==> config.mk <==
export PLATFORM = sky130hd
export DESIGN_NAME = instr_fetch_stage
export DESIGN_NICKNAME = d
export VERILOG_FILES = /design/src/rtl/instr_fetch_stage.sv
export SDC_FILE = /design/constraint.sdc
export NUM_CORES = 1
export LEC_CHECK = 0
export CAP_MARGIN = 20
export CORE_MARGIN = 10
export CORE_UTILIZATION = 30
export DETAILED_ROUTE_END_ITERATION = 7
export GPL_TIMING_DRIVEN = 0
export PLACE_DENSITY_LB_ADDON = 0.12
export SLEW_MARGIN = 10
export SYNTH_ARGS = -nofsm -noshare
export SYNTH_HDL_FRONTEND = slang
export SYNTH_SLANG_ARGS = --single-unit
export TNS_END_PERCENT = 10
==> constraint.sdc <==
create_clock -name clock -period 2.33 [get_ports clock]
set_clock_uncertainty 0.15 [all_clocks]
set_input_delay 0.466 -clock clock [delete_from_list [all_inputs] [get_ports clock]]
set_output_delay 0.466 -clock clock [all_outputs]
set_load 0.01 [all_outputs]
Fig. 1: run 1, routing congestion map
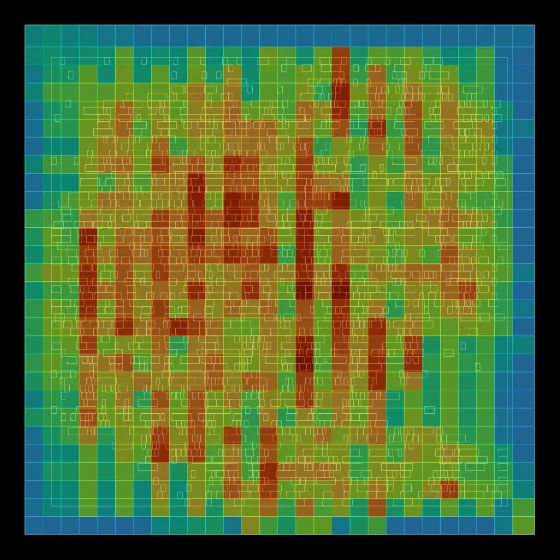
M2 GR Usage: 31.9%
Total GRT Usage: 19.5%

Fig. 2: run 1, signal wires on met1
Bar = 50 um.
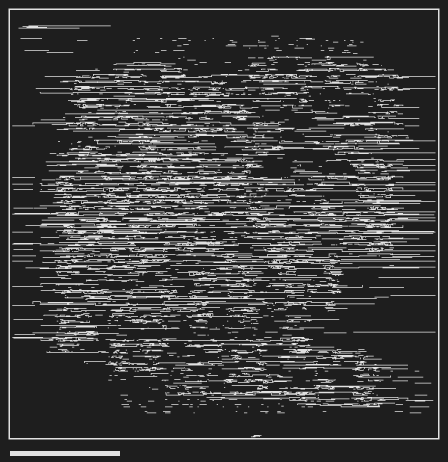
nets with wire on the layer = 1514
wire length on this layer = 17500 um
longest straight run = 62.1 um
met1 usage: 25.2%
vias post-DR: 10000
DRT Wirelength: 38700 um

Fig. 3: run 1, wiring heat map
Bar = 50 um. The die is cut into 39 by 39 equal tiles; black is low, pale yellow is high, scaled to the fullest tile. Values are wire area over tile area, all layers added.
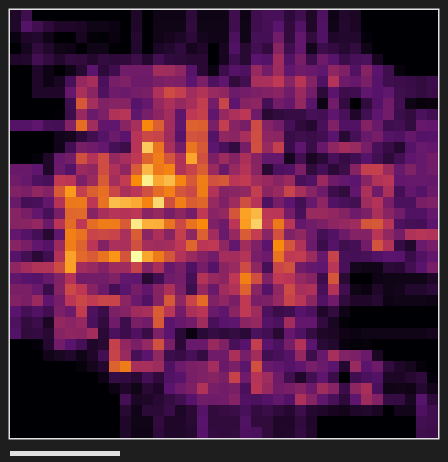
tiles over half the peak = 12%
fullest tile = 0.63
mean over tiles = 0.16
emptiest ninth of the die = lower right
nearly empty tiles = 14%
Wirelength per Cell: 20.1 um

==> metrics.yaml, run 1 <==
die:
  chipArea_sq_mm: 0.0379
  taps: 390
  die_y_um: 195
  core_sq_mm: 0.0299
status:
  status: "finished with violations"
  violations: "setup timing"
layout:
  ff_count: 167
  dominant_cells: "multi-input combinational cells"
  sh_seq_area_pct: 25.3
  nClkBuffers: 18
  logic_area_sq_mm: 0.00568
  buf_share_pct: 23.5
  fin_cells: 1919
  logic_gate_count: 917
  seq_area_sq_mm: 0.00338
  nNonClkInverters: 17
  syn_to_final_growth_pct: 45.8
synthesis:
  ys_sh_adder_pct: 0.410
  synth_seq_share_pct: 36.5
  yosys-stat-area_sq_mm: 0.00916
  async_reset_ff_share_pct: 0
  edf_count: 0
  ys_sh_mux_pct: 0.219
  postSynthAreaPerCell_sq_um: 7.50
  syn_area_sq_mm: 0.00916
  ys_ff: 167
  synthTopCellsByCount: "nand2_1 (240), dfxtp_1 (167), nor2_1 (163)"
final_timing:
  hold_viol: 0
  worst_slack_ns: -0.575
  tns_ns: -16.00
  tightest_slew_ns: 0.785
  setup_violations: 65
  slew_headroom_pct: 47.7
  fmax_mhz: 344
route:
  met2_length_um: 18000
  postRouteAntennaNets: 0
  drtIter0Drc: 634
  met1_length_um: 17500
  highest_layer: "met4"
  drc_errors: 0
critical_path:
  critical_path.top_delay_family: "simple AND/OR/NAND/NOR gates"
  crit_chain: "buf_4 > nand2_1 > buf_6 > nor2_4 > nand4_1 > xor2_2 > a211oi_2 > buf_2"
  cp-start-kind: "register"
global_routing:
  antenna_found_initial: 1
  top_usage_layer: "met2"
  grt_start_max_net_pins: 17
  grt_pass1_vias: 9859
power_and_ir_drop:
  pg_clk_w: 0.00295
  ir_drop_v: 0.000443
  p_sw_share_pct: 29.7
  finalPower_w: 0.00729
  p_seq_w: 0.00303
  combPwrFrac_pct: 17.8
place:
  hpwl_um: 28600
  dp_cells: 1834
  port_buffers: 224
clock_tree:
  cts_setup_buffers: 47
  cts_resized: 588
  hold_buffers: 0
  cts_root_buf: "clkbuf_16"
  cts_tree: "yes"
  cts_sinks: 167
job:
  warnings: 33
min_path:
  hold_class: "reg2reg"
[run 1: layout by cell type, fill, tap and decap left out, drive strengths merged, types with 6 or more instances in the layout]
master	Yosys	final
nor2	166	166
nor2b	6	6
buf	51	201
nand2	240	240
and3	6	6
o32ai	23	23
dfxtp	167	167
o21ai	17	17
xor2	35	35
a221oi	23	23
a22oi	34	34
or3	11	11
xnor2	43	43
nor4	22	22
nand3	28	28
nand4	18	18
and4	9	9
inv	17	23
a211oi	52	52
nor3	24	24
clkbuf	68	82
a21oi	120	120
clkdlybuf4s50	0	125
[run 1: through the flow]
step	utilization, %	setup WS (ns)
floorplan	-	-0.0711
global placement	39.9	-1.66
detailed placement	39.9	-1.67
CTS	44.2	-0.613
global route	44.7	-0.693
finish	44.7	-0.575
==> run 2: changes to the inputs <==
- CORE_ASPECT_RATIO: default -> 1.25
- PLACE_DENSITY: default -> 0.52
- PLACE_DENSITY_LB_ADDON: 0.12 -> default
Fig. 4: run 2, placement density heat map
Bar = 50 um. The die is cut into 18 by 22 equal tiles; black is low, pale yellow is high, 0 to 100% covered.
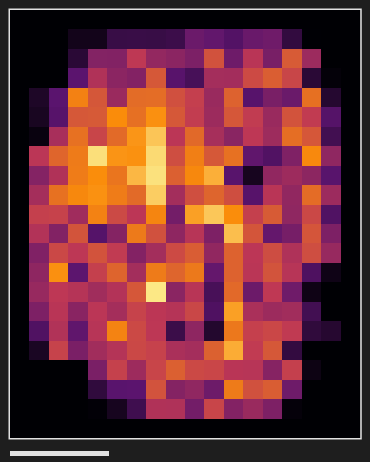
tiles over 75% full = 5.3%
nearly empty tiles = 27%
fullest tile = 95%
mean over tiles = 34%
densest ninth of the die = center
Pre-Place Util: 30.4%
final core occ: 44.6%
Core ar.: 0.0301 sq mm

Fig. 5: run 2, routing congestion map
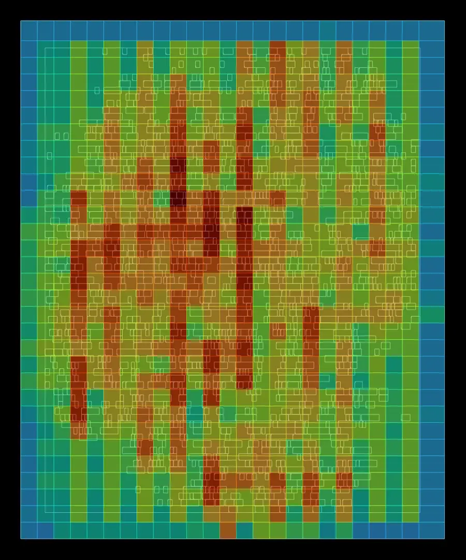
GR peak layer: met2
met1 usage: 23.9%
Total GRT Usage: 19.4%
GRT met3 Usage: 4.63%
Wirelength per Cell: 19.9 um

==> run 2 against run 1 <==
  * The flow still finishes with violations (setup timing)
  * Final cell count stayed put
  * Maximum frequency decreased by 2.2%
  * Sequential share of layout area fell by 0.15 points
  * Cell area is 0.71% higher
  * Sequential cell count unchanged
  * Global-route usage is 0.11 points lower
  * Register-to-register slack gained 0.03 ns
  * Combinational power about the same
  * Sequential power hardly changed
  * Critical path type unchanged
  * Die area rose by 0.11%
  * Critical path depth rose by 1
==> metrics.yaml, run 2 <==
synthesis:
  edf_count: 0  # unchanged
  ys_sh_mux_pct: 0.219  # unchanged
  postSynthAreaPerCell_sq_um: 7.50  # unchanged
  synth_seq_share_pct: 36.5  # unchanged
  yosys-stat-area_sq_mm: 0.00916  # unchanged
  ys_ff: 167  # unchanged
  syn_area_sq_mm: 0.00916  # unchanged
  ys_sh_adder_pct: 0.410  # unchanged
  async_reset_ff_share_pct: 0  # unchanged
clock_tree:
  cts_tree: "yes"
  cts_sinks: 167  # unchanged
  hold_buffers: 0  # unchanged
  cts_root_buf: "clkbuf_16"
critical_path:
  crit_chain: "buf_6 > nand4_4 > nor4_4 > buf_4 > buf_6 > and2b_2 > xnor2_2 > a211oi_2 > buf_2"
  critical_path.top_delay_family: "simple AND/OR/NAND/NOR gates"
route:
  met1_length_um: 16300  # -7.0%
  highest_layer: "met5"
  vias: 9873  # -1.8%
  wl_um: 38100  # -1.4%
  drc_errors: 0  # unchanged
status:
  violations: "setup timing"
  status: "finished with violations"
place:
  port_buffers: 224  # unchanged
  hpwl_um: 28200  # -1.2%
layout:
  buf_share_pct: 23.0  # -0.54 points
  nNonClkInverters: 17  # unchanged
  nClkBuffers: 22  # +4
  lay_top_count: "nand2_1"
  final_layout_top_logic_cells: "nand2_1 (230), nor2_1 (156), dfxtp_1 (149)"
  logic_area_sq_mm: 0.00582  # +2.3%
  logic_gate_count: 917  # unchanged
  ff_count: 167  # unchanged
  syn_to_final_growth_pct: 46.8
final_timing:
  fmax_mhz: 337  # -2.2%
  worst_slack_ns: -0.640  # -0.0652 ns
  slew_headroom_pct: 39.1  # -8.6 points
  setup_violations: 65  # unchanged
min_path:
  hold_class: "reg2reg"
global_routing:
  antenna_found_initial: 3  # +2
  grt_pass1_vias: 9635  # -2.3%
  grt_start_max_net_pins: 17  # unchanged
die:
  die_y_um: 215  # +11%
  chipArea_sq_mm: 0.0379  # +0.11%
  taps: 401  # +2.8%
power_and_ir_drop:
  finalPower_w: 0.00729  # +0.10%
  ir_drop_v: 0.000423  # -4.6%
  p_seq_w: 0.00304  # about the same
  p_sw_share_pct: 27.9  # -1.8 points
  combPwrFrac_pct: 18.2  # +0.4 points
run 2: cell count changes in the layout (fill, tap and decap cells not counted), sizes merged:
cell           before  now
dlygate4sd2         3    1
inv                23   18
clkinvlp            3    1
clkdlybuf4s15       2    3
buf               201  189
bufinv              2    3
clkbuf             82   90
run 2: through the flow:
step	cell area, sq um	utilization (%)	setup WS [ns]	instances
global placement	11900	39.6	-1.76	1845
detailed placement	11900	39.6	-1.70	1845
CTS	13200	43.8	-0.636	1908
finish	13400	44.6	-0.640	1919
floorplan	9190	-	-0.0711	1220
global route	13400	44.6	-0.741	1918
run 2: what timing repair did:
item                                   CTS  global route
setup endpoints to repair              128            85
gates cloned                             1             0
setup buffers                           38            18
endpoints found under the hold margin    0             0
pin swaps                               48            31
gates resized                          583            80
Power is estimated from default activity; no workload was simulated.
